## src/rtl/uart_pkg.sv

```systemverilog
// Shared definitions for the parametrised UART transmitter: parity
// encodings, transmit state encoding and parity helpers.
package uart_pkg;

    localparam int DATA_BITS = 8;

    typedef logic [1:0] par_mode_t;

    // Mode 2'b11 is also treated as "no parity".
    localparam par_mode_t PAR_NONE = 2'b00;
    localparam par_mode_t PAR_EVEN = 2'b01;
    localparam par_mode_t PAR_ODD  = 2'b10;

    typedef enum logic [2:0] {
        IDLE,
        START,
        DATA,
        PAR,
        STOP
    } tx_state_t;

    // True when the mode inserts a parity bit after the data bits.
    function automatic logic par_enabled(input par_mode_t mode);
        return (mode == PAR_EVEN) || (mode == PAR_ODD);
    endfunction

    // Parity bit for a byte: even gives XOR of the bits, odd its inverse.
    function automatic logic parity_of(input logic [DATA_BITS-1:0] b,
                                       input par_mode_t mode);
        return (mode == PAR_ODD) ? ~(^b) : (^b);
    endfunction

endpackage

```

## src/rtl/uart_tx_param_if.sv

```systemverilog
// Host-side bus of the UART transmitter: write handshake, line
// configuration and status flags.
interface uart_tx_param_if #(
    parameter int DIV_W = 16,
    parameter int LVL_W = 3
);
    logic             wr;
    logic [7:0]       data;
    logic [DIV_W-1:0] div;
    logic [1:0]       par;
    logic             stop2;
    logic             clr_ovf;
    logic             rdy;
    logic             busy;
    logic [LVL_W-1:0] level;
    logic             ovf;

    // Host (bus master) side.
    modport master (
        output wr, data, div, par, stop2, clr_ovf,
        input  rdy, busy, level, ovf
    );

    // Transmitter side.
    modport slave (
        input  wr, data, div, par, stop2, clr_ovf,
        output rdy, busy, level, ovf
    );
endinterface

```

## src/rtl/uart_tx_fifo.sv

```systemverilog
// Byte FIFO in front of the transmit shifter. Occupancy is tracked by an
// explicit counter so full and empty are exact at DEPTH; pointers wrap
// naturally because DEPTH is a power of two.
module uart_tx_fifo
    import uart_pkg::*;
#(
    parameter int DEPTH = 4,
    parameter int LVL_W = $clog2(DEPTH + 1)
) (
    input  logic                 clk,
    input  logic                 rst,
    input  logic                 push,
    input  logic                 pop,
    input  logic [DATA_BITS-1:0] din,
    output logic [DATA_BITS-1:0] dout,
    output logic                 full,
    output logic                 empty,
    output logic [LVL_W-1:0]     count
);
    localparam int AW = $clog2(DEPTH);

    logic [DATA_BITS-1:0] mem [DEPTH];
    logic [AW-1:0]        wr_ptr;
    logic [AW-1:0]        rd_ptr;
    logic                 do_push;
    logic                 do_pop;

    assign full    = (count == LVL_W'(DEPTH));
    assign empty   = (count == '0);
    assign do_push = push & ~full;
    assign do_pop  = pop & ~empty;
    assign dout    = mem[rd_ptr];

    // Storage write.
    // NOTE: the data array has no reset; only pointers and count need one,
    // and leaving it out keeps the array mappable onto plain RAM.
    always_ff @(posedge clk) begin
        if (do_push) begin
            mem[wr_ptr] <= din;
        end
    end

    // Pointer and occupancy bookkeeping.
    // NOTE: sequential state uses non-blocking assignments so every register
    // samples pre-edge values regardless of statement order.
    always_ff @(posedge clk or negedge rst) begin
        if (!rst) begin
            wr_ptr <= '0;
            rd_ptr <= '0;
            count  <= '0;
        end else begin
            if (do_push) begin
                wr_ptr <= wr_ptr + AW'(1);
            end
            if (do_pop) begin
                rd_ptr <= rd_ptr + AW'(1);
            end
            case ({do_push, do_pop})
                2'b10:   count <= count + LVL_W'(1);
                2'b01:   count <= count - LVL_W'(1);
                default: count <= count;
            endcase
        end
    end

endmodule

```

## src/rtl/uart_tx_param.sv

```systemverilog
// Parametrised asynchronous serial transmitter: runtime baud divisor,
// optional even/odd parity, one or two stop bits, input FIFO and a sticky
// overflow flag. Line configuration is latched at the start of each frame.
module uart_tx_param
    import uart_pkg::*;
#(
    parameter int DEPTH = 4,
    parameter int DIV_W = 16,
    parameter int LVL_W = $clog2(DEPTH + 1)
) (
    input  logic            clk,
    input  logic            rst,
    uart_tx_param_if.slave  bus,
    output logic            TxD
);
    tx_state_t            state;
    logic [DIV_W-1:0]     tick;
    logic [DIV_W-1:0]     div_l;
    logic [2:0]           bit_cnt;
    logic [DATA_BITS-1:0] shifter;
    logic                 par_en_l;
    logic                 par_bit_l;
    logic                 stop2_l;

    logic                 full;
    logic                 empty;
    logic [LVL_W-1:0]     count;
    logic [DATA_BITS-1:0] fifo_dout;
    logic                 push;
    logic                 pop;
    logic                 bit_end;
    logic                 last_stop;

    // A write is taken only when there is room; a pop in the same cycle
    // does not free a slot for it.
    assign push      = bus.wr & ~full;
    assign bit_end   = (tick == div_l);
    assign last_stop = ~stop2_l | (bit_cnt == 3'd1);
    // Load the next byte when idle, or on the final edge of the last stop
    // bit so consecutive frames run with no idle gap.
    assign pop       = ~empty & ((state == IDLE) |
                                 ((state == STOP) & bit_end & last_stop));

    assign bus.rdy   = ~full;
    assign bus.level = count;
    assign bus.busy  = (state != IDLE) | (count != '0);

    uart_tx_fifo #(
        .DEPTH (DEPTH),
        .LVL_W (LVL_W)
    ) u_fifo (
        .clk   (clk),
        .rst   (rst),
        .push  (push),
        .pop   (pop),
        .din   (bus.data),
        .dout  (fifo_dout),
        .full  (full),
        .empty (empty),
        .count (count)
    );

    // Frame engine: state, bit timing, shifter and registered line output.
    always_ff @(posedge clk or negedge rst) begin
        if (!rst) begin
            state     <= IDLE;
            tick      <= '0;
            div_l     <= '0;
            bit_cnt   <= '0;
            shifter   <= '0;
            par_en_l  <= 1'b0;
            par_bit_l <= 1'b0;
            stop2_l   <= 1'b0;
            TxD       <= 1'b1;
        end else if (pop) begin
            state     <= START;
            tick      <= '0;
            bit_cnt   <= '0;
            shifter   <= fifo_dout;
            div_l     <= bus.div;
            par_en_l  <= par_enabled(bus.par);
            par_bit_l <= parity_of(fifo_dout, bus.par);
            stop2_l   <= bus.stop2;
            TxD       <= 1'b0;
        end else if (state != IDLE) begin
            if (!bit_end) begin
                tick <= tick + DIV_W'(1);
            end else begin
                tick <= '0;
                case (state)
                    START: begin
                        state <= DATA;
                        TxD   <= shifter[0];
                    end
                    DATA: begin
                        if (bit_cnt == 3'(DATA_BITS - 1)) begin
                            bit_cnt <= '0;
                            if (par_en_l) begin
                                state <= PAR;
                                TxD   <= par_bit_l;
                            end else begin
                                state <= STOP;
                                TxD   <= 1'b1;
                            end
                        end else begin
                            bit_cnt <= bit_cnt + 3'd1;
                            shifter <= {1'b0, shifter[DATA_BITS-1:1]};
                            TxD     <= shifter[1];
                        end
                    end
                    PAR: begin
                        state <= STOP;
                        TxD   <= 1'b1;
                    end
                    STOP: begin
                        if (last_stop) begin
                            state <= IDLE;
                        end else begin
                            bit_cnt <= bit_cnt + 3'd1;
                        end
                        TxD <= 1'b1;
                    end
                    default: begin
                        state <= IDLE;
                        TxD   <= 1'b1;
                    end
                endcase
            end
        end
    end

    // Sticky overflow: a dropped write wins over a simultaneous clear.
    always_ff @(posedge clk or negedge rst) begin
        if (!rst) begin
            bus.ovf <= 1'b0;
        end else if (bus.wr && full) begin
            bus.ovf <= 1'b1;
        end else if (bus.clr_ovf) begin
            bus.ovf <= 1'b0;
        end
    end

endmodule
```

## src/flat_wrapper.sv

```systemverilog
// flat-port wrapper written by rule: the top's interface ports become plain ports
module uart_tx_param_flat import uart_pkg::*;
#(
    parameter int DEPTH = 4,
    parameter int DIV_W = 16,
    parameter int LVL_W = $clog2(DEPTH + 1)
)
  (clk, rst, TxD, bus_wr, bus_data, bus_div, bus_par, bus_stop2, bus_clr_ovf, bus_rdy, bus_busy, bus_level, bus_ovf);
  uart_tx_param_if #(.DIV_W(DIV_W), .LVL_W(LVL_W)) bus_i ();
  input  logic clk;
  input  logic rst;
  output logic TxD;
  input wire logic [$bits(bus_i.wr)-1:0] bus_wr;
  input wire logic [$bits(bus_i.data)-1:0] bus_data;
  input wire logic [$bits(bus_i.div)-1:0] bus_div;
  input wire logic [$bits(bus_i.par)-1:0] bus_par;
  input wire logic [$bits(bus_i.stop2)-1:0] bus_stop2;
  input wire logic [$bits(bus_i.clr_ovf)-1:0] bus_clr_ovf;
  output wire logic [$bits(bus_i.rdy)-1:0] bus_rdy;
  output wire logic [$bits(bus_i.busy)-1:0] bus_busy;
  output wire logic [$bits(bus_i.level)-1:0] bus_level;
  output wire logic [$bits(bus_i.ovf)-1:0] bus_ovf;
  assign bus_i.wr = bus_wr;
  assign bus_i.data = bus_data;
  assign bus_i.div = bus_div;
  assign bus_i.par = bus_par;
  assign bus_i.stop2 = bus_stop2;
  assign bus_i.clr_ovf = bus_clr_ovf;
  assign bus_rdy = bus_i.rdy;
  assign bus_busy = bus_i.busy;
  assign bus_level = bus_i.level;
  assign bus_ovf = bus_i.ovf;
  uart_tx_param #(.DEPTH(DEPTH), .DIV_W(DIV_W), .LVL_W(LVL_W)) u_core (.clk(clk), .rst(rst), .bus(bus_i), .TxD(TxD));
endmodule
```

## config.mk

```make
export PLATFORM = sky130hd
export DESIGN_NAME = uart_tx_param_flat
export DESIGN_NICKNAME = d
export VERILOG_FILES = /design/src/rtl/uart_pkg.sv /design/src/rtl/uart_tx_param_if.sv /design/src/rtl/uart_tx_fifo.sv /design/src/rtl/uart_tx_param.sv /design/src/flat_wrapper.sv
export SDC_FILE = /design/constraint.sdc
export NUM_CORES = 1
export LEC_CHECK = 0
export CORE_ASPECT_RATIO = 0.9
export CORE_UTILIZATION = 25
export CTS_CLUSTER_SIZE = 25
export DETAILED_ROUTE_END_ITERATION = 8
export MAX_ROUTING_LAYER = met4
export PLACE_DENSITY = 0.43
export RECOVER_POWER = 50
export SKIP_LAST_GASP = 1
export SYNTH_ARGS = -nofsm -noshare
export SYNTH_HDL_FRONTEND = slang
export SYNTH_SLANG_ARGS = --single-unit
```

## constraint.sdc

```tcl
create_clock -name clk -period 3.45 [get_ports clk]
set_input_delay 0.5175 -clock clk [delete_from_list [all_inputs] [get_ports clk]]
set_output_delay 0.5175 -clock clk [all_outputs]
set_load 0.005 [all_outputs]
```

==> images/metal_stack.png <==
Drawn at 3 px/um. Two of the layers only.
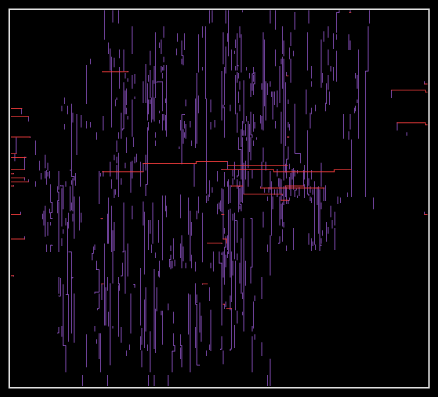
- purple: met2 (wire length 3680 um)
- red: met3 (wire length 244 um)
Routed Wire Length: 8.55 mm
routed vias: 2581

==> images/gate_families.png <==
Drawn at 3 px/um.
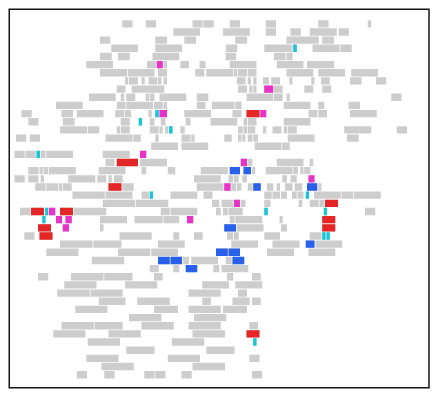
- blue: AND-OR and OR-AND gates (cells 12; most used o221a_2)
- cyan: inverters (cells 14; most used inv_1)
- magenta: AND and OR gates (cells 14; most used and3_1)
- red: adder and majority cells (cells 11; most used ha_1)
Top cell excl fill/tap: dfrtp_1
fraction of area in multi-input gates: 0.332

==> images/wire_density.png <==
Drawn at 2 px/um. 28 x 25 tiles, from dark purple (low) to yellow (high), scaled to the fullest tile. Values are wire area over tile area, all layers added.
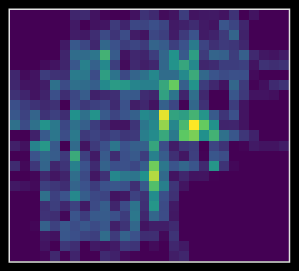
- mean over tiles: 0.076
- fullest tile: 0.48
- densest ninth of the die: centre
- emptiest ninth of the die: south-east
All-Layer GR Usage: 0.112
WL/cell: 14.9 um

==> images/zoom.png <==
Region (55, 48) to (85, 78) um. Cells in grey, sequential cells in the stronger grey; small squares are vias.
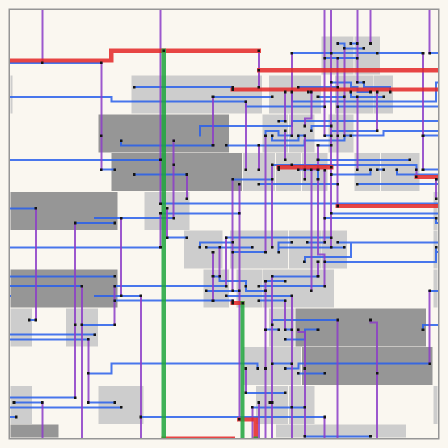
- blue: met1
- red: met3
- green: met4
- purple: met2
- most frequent: dfrtp_1 (6), o21ai_0 (4)
- cells with their middle in the window: 35
- sequential cells in the window: 6
- netlist names of flops here include: u_core.shifter (2), u_core.u_fifo.rd_ptr (2)

==> flow_summary_export.csv <==
group,metric,value,unit
global_routing,grt_pass1_vias,2695,
routing,remaining_drc_errors,0,
routing,initialDrtViolationCount,139,
cts,cts_hold_buffers,0,
min_path,min_delay_path_depth,2,
timing,maxSlewViolCount,43,
place,numPortBuffers,37,
pwr,ir_worst_vdd,0.339,mV
layout,drive_gt1_frac,0.149,
critical_path,kind_of_start_point_of_the_critical_path,"flop",
place,dp_hpwl,6.08,mm
critical_path,critPathMaxFanout,11,
floorplan,die_area,0.0175,sq mm
run_status,failed_checks,"capacitance limit, slew limit",
routing,tritonroute_pass_1_iters,4,
cts,clkLatencyLatePin,340,ps
floorplan,number_of_primary_i_o_pins,38,
layout,design.final.nets,405,
min_path,min_to,"u_core.TxD",
yosys,synth_area_leader_cell,"dfrtp_1",
cts,cts_setup_buffers,0,
global_routing,antenna_found_initial,0,
cts,post_cts.resized_instances,0,
critical_path,setup_slack_on_the_worst_flop_to_flop_path,720,ps
timing,final.setup.tns,0,ps
flow_run,max_cap_violations,1,
timing,setup_violation_total_in_the_final_timing_report,0,
run_status,status,"finished, violations left",
yosys,synth-seq-cells,90,
yosys,post_synth.cell_area_avg,13.4,sq um
yosys,ys_area,0.00425,sq mm
timing,slew-limit-headroom,-0.514,
cts,cts_root_buffer,"clkbuf_16",
## worst max path at each step
stage,start,to,slack (ps),cells after the start
5_1_grt,u_core.tick[2],u_core.u_fifo.count[1],610,10
2_1_floorplan,u_core.tick[3],u_core.u_fifo.count[1],810,10
3_3_place_gp,u_core.tick[5],u_core.u_fifo.count[1],770,10
3_5_place_dp,u_core.tick[2],u_core.u_fifo.count[1],730,10
4_1_cts,u_core.tick[2],u_core.u_fifo.count[1],720,10
6_report,u_core.tick[2],u_core.u_fifo.count[1],720,10
## report_power, final
group	switching, mW	internal [mW]	leakage [nW]
registers	0.337	1.47	0.996
logic	0.554	0.751	0.853
clock network	0.418	0.637	0.149
total	1.31	2.86	2.00
## cells by family after synthesis
family,Yosys count
buf+inv,23
simple gates,82
mux,30
flops,90
compound gates,38
fa+ha+maj,11
xor+xnor,44
## synthesized netlist by cell type (2+ instances only)
| master | n |
|---|---|
| ha_1 | 10 |
| nand2b_1 | 9 |
| mux2_4 | 2 |
| o21ai_0 | 7 |
| edfxtp_1 | 32 |
| clkbuf_1 | 2 |
| nand3_1 | 8 |
| o22ai_1 | 3 |
| nand2_1 | 10 |
| and3_1 | 7 |
| nor2_1 | 27 |
| and2_1 | 2 |
| a21o_1 | 2 |
| mux2_2 | 19 |
| nand4_1 | 5 |
| xnor2_1 | 31 |
| dfrtp_1 | 57 |
| buf_6 | 4 |
| o2111ai_1 | 2 |
| nor2b_1 | 2 |
| a32o_1 | 2 |
| inv_1 | 13 |
| mux4_2 | 2 |
| xor2_1 | 12 |
| buf_2 | 2 |
| a21oi_1 | 6 |
| a22oi_1 | 2 |
| o221a_2 | 7 |
| nor3_1 | 4 |
| or3_1 | 3 |
| mux4_1 | 6 |
## flip-flops by register name (all words and copies together), names as in the netlist
name,count
u_core.stop2_l,1
u_core.par_en_l,1
u_core.u_fifo.wr_ptr,2
u_core.u_fifo.rd_ptr,2
u_core.div_l,16
u_core.bit_cnt,3
u_core.par_bit_l,1
u_core.u_fifo.count,3
u_core.TxD,1
u_core.shifter,8
u_core.bus.ovf,1
u_core.tick,16
u_core.u_fifo.mem,32
u_core.state,3
## metal layers
metal  up-vias  track usage  wire, um
li1       1237            -         -
met1      1284        0.154      4380
met2        44        0.154      3680
met3        16       0.0217       244
met5         -            -         0
met4         0       0.0621       245
## per-stage QoR
step / std cells / util
5_1_grt: 575 / 0.316
3_5_place_dp: 559 / 0.297
3_3_place_gp: 559 / 0.297
6_report: 575 / 0.316
4_1_cts: 575 / 0.316
2_1_floorplan: 318 / -
## final cells by class
cell class,count,area [sq um],share of cell area
Multi-Input combinational cell,205,1710,0.332
Clock buffer,10,229,0.0444
Clock inverter,6,90.1,0.0175
Tap cell,207,259,0.0502
Timing Repair Buffer,43,402,0.0779
Sequential cell,90,2410,0.468
Inverter,14,52.6,0.0102
## critical path, cell delays in order, from the launching register on
cell and delay, ps:
dfrtp_1 440, xnor2_1 160, nand4_1 210, nor4_4 300
buf_4 210, a21boi_2 80, nand2b_4 230, inv_2 100
ha_1 190, fa_1 420, mux2_2 270
No activity file was given, so power comes from the tool's default toggle rates.
